$ cat config.mk
export PLATFORM = sky130hd
export DESIGN_NAME = wb_ctrl_flat
export DESIGN_NICKNAME = d
export VERILOG_FILES = /design/src/rtl/wb_ctrl_if.sv /design/src/rtl/wb_ctrl.sv /design/src/flat_wrapper.sv
export SDC_FILE = /design/constraint.sdc
export NUM_CORES = 1
export LEC_CHECK = 0
export CAP_MARGIN = 20
export CORE_AREA = 3 3 93 95
export DETAILED_ROUTE_END_ITERATION = 8
export DIE_AREA = 0 0 96 98
export GPL_TIMING_DRIVEN = 0
export PLACE_DENSITY = 0.94
export RECOVER_POWER = 25
export SYNTH_ARGS = -nofsm -noshare
export SYNTH_HDL_FRONTEND = slang
export SYNTH_SLANG_ARGS = --single-unit
export TNS_END_PERCENT = 50
$ cat constraint.sdc
create_clock -name clk -period 4.1 [get_ports clk]
set_input_delay 0.82 -clock clk [delete_from_list [all_inputs] [get_ports clk]]
set_output_delay 0.82 -clock clk [all_outputs]
set_load 0.005 [all_outputs]
$ cat src/rtl/wb_ctrl_if.sv
// Writeback controller bus: MEM-stage record input, register-file write ports,
// decode-stage operand lookup and forwarding results.
interface wb_ctrl_if;
  localparam int unsigned AW = 4;
  localparam int unsigned DW = 16;
  localparam int unsigned CW = 2;

  // record offered by MEM stage
  logic          in_valid;
  logic          in_ready;
  logic [AW-1:0] in_addr;
  logic [DW-1:0] in_data;
  logic          in_we;
  logic [DW-1:0] in_hi;
  logic          in_r15_we;

  // register-file write ports
  logic [AW-1:0] W_addr;
  logic [DW-1:0] W_data;
  logic          reg_WE;
  logic [DW-1:0] W_R15;
  logic          R15_WE;

  // decode-stage bypass
  logic [AW-1:0] OP1_addr;
  logic [AW-1:0] OP2_addr;
  logic          fwd1_hit;
  logic          fwd2_hit;
  logic [DW-1:0] fwd1_data;
  logic [DW-1:0] fwd2_data;

  logic [CW-1:0] pend_cnt;

  modport master (
    output in_valid, in_addr, in_data, in_we, in_hi, in_r15_we, OP1_addr, OP2_addr,
    input  in_ready, W_addr, W_data, reg_WE, W_R15, R15_WE,
           fwd1_hit, fwd2_hit, fwd1_data, fwd2_data, pend_cnt
  );

  modport slave (
    input  in_valid, in_addr, in_data, in_we, in_hi, in_r15_we, OP1_addr, OP2_addr,
    output in_ready, W_addr, W_data, reg_WE, W_R15, R15_WE,
           fwd1_hit, fwd2_hit, fwd1_data, fwd2_data, pend_cnt
  );
endinterface

$ cat src/rtl/wb_ctrl.sv
// Writeback controller: 2-entry record FIFO feeding the register file, with
// R15 dual-write splitting and pending-write bypass to decode.
// Optional feature macro: WB_FWD_EN (forwarding comparators; outputs tied to 0
// when undefined).
module wb_ctrl (
  input logic      clk,
  input logic      rst,
  wb_ctrl_if.slave bus
);
  localparam int unsigned AW    = 4;
  localparam int unsigned DW    = 16;
  localparam int unsigned CW    = 2;
  localparam int unsigned DEPTH = 2;
  localparam logic [AW-1:0] R15_ADDR = AW'(15);

  typedef struct packed {
    logic [AW-1:0] addr;
    logic [DW-1:0] data;
    logic          we;
    logic [DW-1:0] hi;
    logic          r15_we;
  } rec_t;

  typedef enum logic {IDLE, SPLIT} state_t;

  state_t        state_q, state_d;
  rec_t          fifo_q [DEPTH];
  logic          rd_ptr_q, wr_ptr_q;
  logic [CW-1:0] cnt_q;

  rec_t          head, in_rec;
  logic          head_vld, conflict, in_ready_c, enq, deq;

  logic          reg_we_c, r15_we_c;
  logic [AW-1:0] w_addr_c;
  logic [DW-1:0] w_data_c, w_r15_c;

  assign in_rec     = '{addr: bus.in_addr, data: bus.in_data, we: bus.in_we,
                        hi: bus.in_hi, r15_we: bus.in_r15_we};
  assign head       = fifo_q[rd_ptr_q];
  assign head_vld   = (cnt_q != '0);
  assign conflict   = head.we & (head.addr == R15_ADDR) & head.r15_we;
  // Full-only backpressure: a same-cycle dequeue does not free a slot early.
  assign in_ready_c = (cnt_q < CW'(DEPTH));
  assign enq        = bus.in_valid & in_ready_c;

  // Record storage, pointers and occupancy.
  always_ff @(posedge clk or negedge rst) begin
    if (!rst) begin
      for (int i = 0; i < DEPTH; i++) fifo_q[i] <= '0;
      rd_ptr_q <= 1'b0;
      wr_ptr_q <= 1'b0;
      cnt_q    <= '0;
    end else begin
      if (enq) begin
        fifo_q[wr_ptr_q] <= in_rec;
        wr_ptr_q         <= ~wr_ptr_q;
      end
      if (deq) rd_ptr_q <= ~rd_ptr_q;
      cnt_q <= cnt_q + CW'(enq) - CW'(deq);
    end
  end

  // FSM state register.
  always_ff @(posedge clk or negedge rst) begin
    if (!rst) state_q <= IDLE;
    else      state_q <= state_d;
  end

  // Head decode: R15 dual-write records issue hi first, then the primary data.
  always_comb begin
    state_d  = state_q;
    deq      = 1'b0;
    reg_we_c = 1'b0;
    w_addr_c = '0;
    w_data_c = '0;
    r15_we_c = 1'b0;
    w_r15_c  = '0;
    case (state_q)
      IDLE: begin
        if (head_vld) begin
          if (conflict) begin
            r15_we_c = 1'b1;
            w_r15_c  = head.hi;
            state_d  = SPLIT;
          end else begin
            reg_we_c = head.we & (head.addr != '0);
            w_addr_c = head.addr;
            w_data_c = head.data;
            r15_we_c = head.r15_we;
            w_r15_c  = head.hi;
            deq      = 1'b1;
          end
        end
      end
      SPLIT: begin
        reg_we_c = 1'b1;
        w_addr_c = R15_ADDR;
        w_data_c = head.data;
        deq      = 1'b1;
        state_d  = IDLE;
      end
      default: state_d = IDLE;
    endcase
  end

  assign bus.in_ready = in_ready_c;
  assign bus.pend_cnt = cnt_q;
  assign bus.reg_WE   = reg_we_c;
  assign bus.W_addr   = w_addr_c;
  assign bus.W_data   = w_data_c;
  assign bus.R15_WE   = r15_we_c;
  assign bus.W_R15    = w_r15_c;

`ifdef WB_FWD_EN
  logic [DW:0] fwd1_c, fwd2_c;

  // {hit, data} for one record against one read address; primary path wins.
  function automatic logic [DW:0] rec_hit(input rec_t r, input logic [AW-1:0] op);
    logic [DW:0] res;
    res = '0;
    if (op != '0) begin
      if (r.we && (r.addr == op))                res = {1'b1, r.data};
      else if (r.r15_we && (op == R15_ADDR))     res = {1'b1, r.hi};
    end
    return res;
  endfunction

  // Oldest-to-newest scan so the newest matching record supplies the data.
  function automatic logic [DW:0] fwd_lookup(input rec_t q0, input rec_t q1,
                                             input logic [CW-1:0] n,
                                             input logic [AW-1:0] op);
    logic [DW:0] res, h;
    res = '0;
    h   = rec_hit(q0, op);
    if ((n != '0) && h[DW]) res = h;
    h   = rec_hit(q1, op);
    if ((n == CW'(DEPTH)) && h[DW]) res = h;
    return res;
  endfunction

  // Bypass of every still-queued write, including a head that is mid-split.
  always_comb begin
    fwd1_c = fwd_lookup(fifo_q[rd_ptr_q], fifo_q[~rd_ptr_q], cnt_q, bus.OP1_addr);
    fwd2_c = fwd_lookup(fifo_q[rd_ptr_q], fifo_q[~rd_ptr_q], cnt_q, bus.OP2_addr);
  end

  assign bus.fwd1_hit  = fwd1_c[DW];
  assign bus.fwd1_data = fwd1_c[DW-1:0];
  assign bus.fwd2_hit  = fwd2_c[DW];
  assign bus.fwd2_data = fwd2_c[DW-1:0];
`else
  logic unused_op_addr;
  assign unused_op_addr = ^{bus.OP1_addr, bus.OP2_addr};

  assign bus.fwd1_hit  = 1'b0;
  assign bus.fwd1_data = '0;
  assign bus.fwd2_hit  = 1'b0;
  assign bus.fwd2_data = '0;
`endif

endmodule

$ cat src/flat_wrapper.sv
// flat-port wrapper written by rule: the top's interface ports become plain ports
module wb_ctrl_flat 
  (clk, rst, bus_in_valid, bus_in_addr, bus_in_data, bus_in_we, bus_in_hi, bus_in_r15_we, bus_OP1_addr, bus_OP2_addr, bus_in_ready, bus_W_addr, bus_W_data, bus_reg_WE, bus_W_R15, bus_R15_WE, bus_fwd1_hit, bus_fwd2_hit, bus_fwd1_data, bus_fwd2_data, bus_pend_cnt);
  wb_ctrl_if bus_i ();
  input logic clk;
  input logic rst;
  input wire logic [$bits(bus_i.in_valid)-1:0] bus_in_valid;
  input wire logic [$bits(bus_i.in_addr)-1:0] bus_in_addr;
  input wire logic [$bits(bus_i.in_data)-1:0] bus_in_data;
  input wire logic [$bits(bus_i.in_we)-1:0] bus_in_we;
  input wire logic [$bits(bus_i.in_hi)-1:0] bus_in_hi;
  input wire logic [$bits(bus_i.in_r15_we)-1:0] bus_in_r15_we;
  input wire logic [$bits(bus_i.OP1_addr)-1:0] bus_OP1_addr;
  input wire logic [$bits(bus_i.OP2_addr)-1:0] bus_OP2_addr;
  output wire logic [$bits(bus_i.in_ready)-1:0] bus_in_ready;
  output wire logic [$bits(bus_i.W_addr)-1:0] bus_W_addr;
  output wire logic [$bits(bus_i.W_data)-1:0] bus_W_data;
  output wire logic [$bits(bus_i.reg_WE)-1:0] bus_reg_WE;
  output wire logic [$bits(bus_i.W_R15)-1:0] bus_W_R15;
  output wire logic [$bits(bus_i.R15_WE)-1:0] bus_R15_WE;
  output wire logic [$bits(bus_i.fwd1_hit)-1:0] bus_fwd1_hit;
  output wire logic [$bits(bus_i.fwd2_hit)-1:0] bus_fwd2_hit;
  output wire logic [$bits(bus_i.fwd1_data)-1:0] bus_fwd1_data;
  output wire logic [$bits(bus_i.fwd2_data)-1:0] bus_fwd2_data;
  output wire logic [$bits(bus_i.pend_cnt)-1:0] bus_pend_cnt;
  assign bus_i.in_valid = bus_in_valid;
  assign bus_i.in_addr = bus_in_addr;
  assign bus_i.in_data = bus_in_data;
  assign bus_i.in_we = bus_in_we;
  assign bus_i.in_hi = bus_in_hi;
  assign bus_i.in_r15_we = bus_in_r15_we;
  assign bus_i.OP1_addr = bus_OP1_addr;
  assign bus_i.OP2_addr = bus_OP2_addr;
  assign bus_in_ready = bus_i.in_ready;
  assign bus_W_addr = bus_i.W_addr;
  assign bus_W_data = bus_i.W_data;
  assign bus_reg_WE = bus_i.reg_WE;
  assign bus_W_R15 = bus_i.W_R15;
  assign bus_R15_WE = bus_i.R15_WE;
  assign bus_fwd1_hit = bus_i.fwd1_hit;
  assign bus_fwd2_hit = bus_i.fwd2_hit;
  assign bus_fwd1_data = bus_i.fwd1_data;
  assign bus_fwd2_data = bus_i.fwd2_data;
  assign bus_pend_cnt = bus_i.pend_cnt;
  wb_ctrl u_core (.clk(clk), .rst(rst), .bus(bus_i));
endmodule
==> deck_impl_summary.md, run 1 <==
Flow Results at a Glance

Timing
  – Clk_skew: between 9 and 10 ps
  – Worst Tran Pin Value: 1571 ps
  – Fmax: 316.8 MHz
  – Endpoints failing hold: 0
  – Final tally of max-slew violations: 31
  – Post-route minimum period: 3156 ps
  – Cycle use final: 76.98%
  – Max transition margin: -4.701%

Hold path
  – Hold wc startpoint: u_core.wr_ptr_q$_DFFE_PN0P_
  – Min-Delay Path Class: register to register
  – WHS Path Cells: 1

GRT
  – GRT overflow: 0
  – Antenna violations before repair: 0
  – Largest net degree at the start of global routing: 53
  – First-pass GRT wire length: 13.30 mm
  – M2 GR Usage: approximately a third
  – Vias in the first global route: approximately 2800

Job
  – OpenROAD warning count: 34
  – Max-cap viol count: 1

Final layout
  – Largest register FFs: around 76
  – Largest register by flop count: u_core.fifo_q
  – P&R area growth vs syn: 32.02%
  – Most frequent cells in the layout: dfrtp_1, clkdlybuf4s50_1, mux2_2
  – Core Util, Final: between 60% and 70%
  – Fillers: 567
  – N_diodes: 0
  – Design Area, Final: 5278 sq um

Drt
  – Met3 Routed Length: 577 microns
  – Met2 WL: between 4 and 5 mm
  – DRT antenna net count: 0
  – Wirelength, routed: 8.395 mm
  – Number of vias per cell: 4.943
  – DR DRC count: 0
  – DRT met1 WL: 3.365 mm
  – DR pass1 iterations: 4
  – Vias: roughly 2700

Placement
  – Placed cells: between 500 and 600
  – Port bufs: 81
  – Placed instance area: 5085 sq um

Setup path
  – WP data required: 3280 ps
  – CP endpoint: bus_W_R15[10]
  – CP Capture Type: output port
  – CP bufs+invs: 4
  – Worst r2r dst: u_core.bus.pend_cnt[1]$_DFF_PN0_
  – R2R depth: 11
  – Crit path DAT: 2340 ps
  – Critical setup path kind: register to output port

Power
  – Sw Share: 32.30%
  – Combinational power: 2110 uW
  – P_clk: 635 uW
  – P_leak: 0.002449 uW
  – Largest Pwr Group: combinational cells
  – PD cells: 797.2 nW/um^2
  – P_seq: 1460 uW
  – NetSw: ~1400 uW
  – Clock power frac: 15.1%
  – Maximum VDD drop: 0.0003978 V

Synth
  – Largest logic family: multiplexers
  – Synth top area cells: dfrtp_1, mux2_2, mux2i_1
  – Synth mux share: just over 30%
  – Cells after synthesis: approximately 310
  – Post-Syn Area per Cell: 12.90 sq um
  – Ys flop type: dfrtp_1
  – Synth top cell by count: dfrtp_1
  – And+or+nand+nor area frac: 5.665%
  – Mapped Area: 3998 sq um
  – Yosys cell count: 310
  – Xor and xnor area share after synthesis: 0.8764%

Outcome
  – Failing checks: capacitance limit, slew limit
  – Status: finished with violations

Clocking
  – CTS Sinks: 81
  – Clock root cell: clkbuf_8
  – Max Buffers Root-to-Sink: 2
  – CTS tree: done
  – # resized after CTS: 0
  – Cts bufs inserted: 9

Floorplanning
  – Die Y: approximately 98 microns
  – Pre-Place Util: 51.20%
  – Die W: 96 microns
[run 1: final cells by class]
cell class | count | area, sq um | share of cell area (%)
flip-flops and latches | 81 | 2027 | 38.41
well taps | 102 | 127.6 | 2.418
clock buffers | 9 | 123.9 | 2.347
multi-input cells | 208 | 1718 | 32.55
repair buffers | 82 | 809.5 | 15.34
inverters | 4 | 15.01 | 0.2845
plain buffers | 50 | 361.6 | 6.852
clock inverters | 7 | 95.09 | 1.802
[run 1: worst reg2reg max path, stage by stage (launching register included)]
cell and delay, ps:
dfrtp_1 390, buf_6 130, nand4b_4 160, a22o_4 290
a21oi_4 310, buf_6 200, inv_1 60, ha_1 260
inv_1 40, ha_1 180, xnor2_1 170, xnor2_1 130
Run 1, routing congestion:
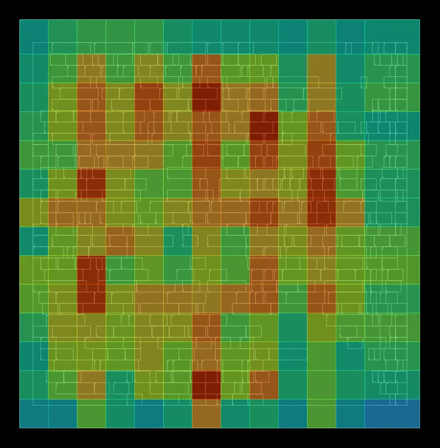
Global Route met1 Usage: 21.75%
gr usage total: 18.23%
Top Usage Layer GRT: met2
met3 usage: 4.391%

Run 1, cell density map:
10 x 10 tiles, from white (low) to dark blue (high), 0 to 100% covered.
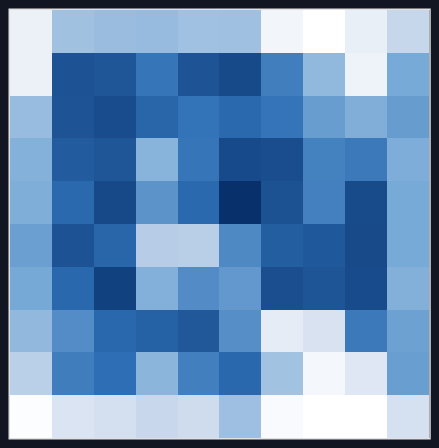
- fullest tile: 100%
- emptiest ninth of the die: lower right
- tiles over 75% full: 32%
- nearly empty tiles: 4.0%
- mean over tiles: 55%

Run 1, gate families picked out:
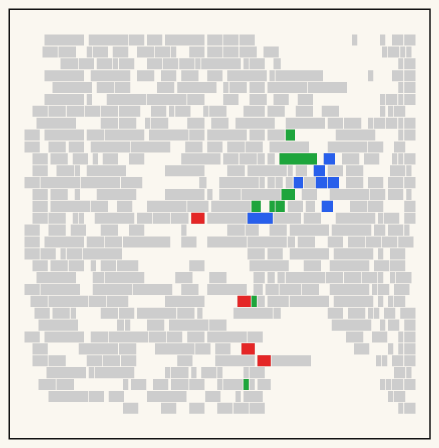
- green: NAND gates (cells 8; most used nand2_1)
- red: XOR/XNOR gates (cells 4; most used xnor2_1; where bottom centre)
- blue: inverting AOI/OAI gates (cells 7; most used o21bai_1; where middle right)

==> run 1 -> run 2 <==
Settings changed: CORE_AREA 3 3 93 95 to 3 3 102 104, DIE_AREA 0 0 96 98 to 0 0 105 107, PLACE_DENSITY 0.94 to 0.84.
Clock period 4.1 ns to 2.55 ns, I/O delays scaled along.
Run 2, cell density map:
10 x 11 tiles, from white (low) to dark blue (high), 0 to 100% covered.
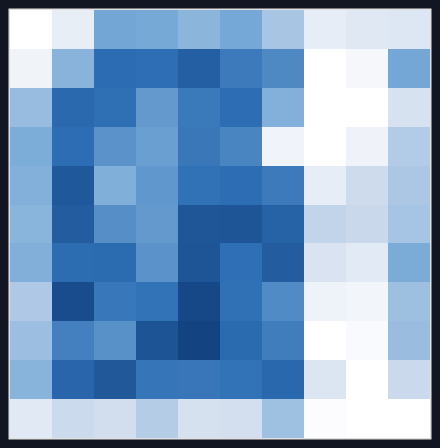
- nearly empty tiles: 9.1%
- densest ninth of the die: centre
- fullest tile: 92%
- tiles over 75% full: 21%
- mean over tiles: 46%

==> deck_impl_summary.md, run 2 <==
Flow Results at a Glance

Setup path
  – CP Capture Type: output port (unchanged)
  – CP Launch Type: register (unchanged)
  – Reg2Reg Setup Slack: 240 ps (was 1710 ps)
  – CP startpoint: u_core.rd_ptr_q$_DFFE_PN0P_ (was u_core.bus.pend_cnt[1]$_DFF_PN0_)
  – Critical setup path kind: register to output port (unchanged)
  – Crit Path Max Fanout: 10 (unchanged)
  – CP endpoint: bus_W_data[14] (was bus_W_R15[10])
  – Crit path DAT: 2010 ps (was 2340 ps)
  – WP data required: 2040 ps (was 3280 ps)
  – Worst r2r dst: u_core.bus.pend_cnt[1]$_DFF_PN0_ (unchanged)
  – R2R depth: 12 (was 11)

Floorplanning
  – Pre-Place Util: 41.47% (was 51.20%)
  – Ports: 124 (unchanged)
  – Die ar.: 11240 sq um (was 9408 sq um)
  – Die Y: 107 microns (was 98 microns)
  – Tap Cells: 133 (was 102)
  – Site Rows: 36 (was 32)
  – Core area: 9639 sq um (was 7807 sq um)
  – Die W: 105 microns (was 96 microns)

Power
  – Pwr Total: 6725 uW (was 4207 uW)
  – Largest Pwr Group: combinational cells (unchanged)
  – NetSw: 2209 uW (was 1359 uW)
  – Combinational power: 3420 uW (was 2110 uW)
  – P_seq: 2340 uW (was 1460 uW)
  – P_leak: 0.002633 uW (was 0.002449 uW)
  – Maximum VDD drop: 0.0006114 V (was 0.0003978 V)
  – Clock power frac: 14.4% (was 15.1%)
  – Sw Share: 32.84% (was 32.30%)
  – P_clk: 970 uW (was 635 uW)
  – PD cells: 1249 nW/um^2 (was 797.2 nW/um^2)

Synth
  – Synth top area cells: dfrtp_1, mux2_2, mux2i_1 (unchanged)
  – Synth top cell by count: dfrtp_1 (unchanged)
  – AND-OR/OR-AND Cells, Area Fraction: 1.941% (unchanged)
  – Ys flop type: dfrtp_1 (unchanged)
  – And+or+nand+nor area frac: 5.665% (unchanged)
  – Post-Syn Area per Cell: 12.90 sq um (unchanged)
  – Asr flop ratio synth: 100.0% (unchanged)
  – Yosys cell count: 310 (unchanged)
  – Cells after synthesis: 310 (unchanged)
  – Mapped Area: 3998 sq um (unchanged)
  – Xor and xnor area share after synthesis: 0.8764% (unchanged)
  – Synth mux share: 30.67% (unchanged)
  – Cell Type Count: 27 (unchanged)
  – Post-synth top area cell: dfrtp_1 (unchanged)
  – Largest logic family: multiplexers (unchanged)
  – Top-area cell share: 50.70% (unchanged)
  – Yosys Chip Area: 3998 sq um (unchanged)

Final layout
  – Most frequent cells in the layout: dfrtp_1, mux2_2, clkdlybuf4s50_1 (was dfrtp_1, clkdlybuf4s50_1, mux2_2)
  – Largest register FFs: 76 (unchanged)
  – Mi-comb count: 208 (unchanged)
  – Signal inverters: 4 (unchanged)
  – P&R area growth vs syn: 34.68% (was 32.02%)
  – Seq/total area: 37.67% (was 38.41%)
  – Largest register by flop count: u_core.fifo_q (unchanged)
  – Gate Area: 1740 sq um (was 1718 sq um)
  – FFs & Latches: 81 (unchanged)
  – Combinational share of cell area: 32.33% (was 32.55%)
  – Final cell count without fillers: 580 (was 543)
  – Design Area, Final: 5384 sq um (was 5278 sq um)
  – Non-Clock Buffer Area Fraction: 22.77% (was 22.19%)
  – Signal buffers: 138 (was 132)
  – Core Util, Final: 55.85% (was 67.60%)
  – Most instantiated logic cell after routing: dfrtp_1 (unchanged)
  – N_diodes: 0 (unchanged)
  – Fillers: 834 (was 567)
  – Largest class: registers (unchanged)
  – Clock buffer count: 14 (was 9)
  – ClkCell Share: 3.858% (was 4.149%)
  – Reg area: 2028 sq um (was 2027 sq um)

Timing
  – Final setup fails: 0 (unchanged)
  – Final tally of max-slew violations: 0 (was 31)
  – Fmax: 396.6 MHz
  – Worst hold margin: 461.6 ps (was 497.8 ps)
  – Max transition margin: 7.279% (was -4.701%)
  – RSZ-0062 raised after global routing: true (was false)
  – Cycle use final: 98.88%
  – Clk_skew: 3.214 ps (was 9.861 ps)
  – Worst Tran Pin Value: 1391 ps (was 1571 ps)
  – Post-route minimum period: 2521 ps
  – Setup tns final: 0 ps (unchanged)
  – Endpoints failing hold: 0 (unchanged)

Job
  – OpenROAD warning count: 36 (was 34)
  – Max-cap viol count: 0 (was 1)

GRT
  – Top Usage Layer GRT: met2 (unchanged)
  – Largest net degree at the start of global routing: 57 (was 53)
  – M2 GR Usage: 27.36% (was 31.65%)
  – Vias in the first global route: 2887 (was 2822)
  – Gr usage total: 15.90% (was 18.23%)
  – Global Route met1 Usage: 19.05% (was 21.75%)
  – First-pass GRT wire length: 14.08 mm (was 13.30 mm)
  – Met3 usage: 3.191% (was 4.391%)
  – Antenna violations before repair: 0 (unchanged)
  – GRT overflow: 0 (unchanged)

Clocking
  – CTS tree: done (unchanged)
  – H-tree depth: 3 (unchanged)
  – Cts bufs inserted: 9 (unchanged)
  – Max Buffers Root-to-Sink: 2 (unchanged)
  – CTS Sinks: 81 (unchanged)
  – Clock root cell: clkbuf_8 (unchanged)

Drt
  – Routed wire per std cell: 14.98 microns (was 15.46 microns)
  – Number of vias per cell: 4.603 (was 4.943)
  – Vias: 2670 (was 2684)
  – DRT antenna net count: 0 (unchanged)
  – Wirelength, routed: 8.690 mm (was 8.395 mm)
  – DR DRC count: 0 (unchanged)
  – DR pass1 iterations: 4 (unchanged)

Placement
  – Placed cells: 558 (was 527)
  – Port bufs: 81 (unchanged)
  – Placed instance area: 5124 sq um (was 5085 sq um)

Hold path
  – Min-Delay Path Class: primary input to asynchronous set/reset pin (was register to register)

Outcome
  – Status: completed (was finished with violations)
[run 2: critical path: stages (launching register included)]
cell and delay [ps]:
dfrtp_1 390, buf_6 130, nand4b_4 160, a22o_4 290, a21oi_4 180, buf_6 130
buf_8 120, nor2_1 50, clkdlybuf4s15_1 210
[run 2: routing by layer]
| layer | vias to the layer above | wire length (microns) |
|---|---|---|
| met5 | - | 0 |
| met4 | 0 | 162 |
| met3 | 11 | 476 |
| met2 | 83 | 4365 |
| met1 | 1318 | 3686 |
| li1 | 1258 | - |
[run 2: what timing repair did]
action	4_1_cts	5_1_grt
resized	12	38
setup endpoints to repair	38	25
hold buffers	0	0
pin swaps	1	3
buffers inserted	3	4
Power and IR drop assume default switching activity.
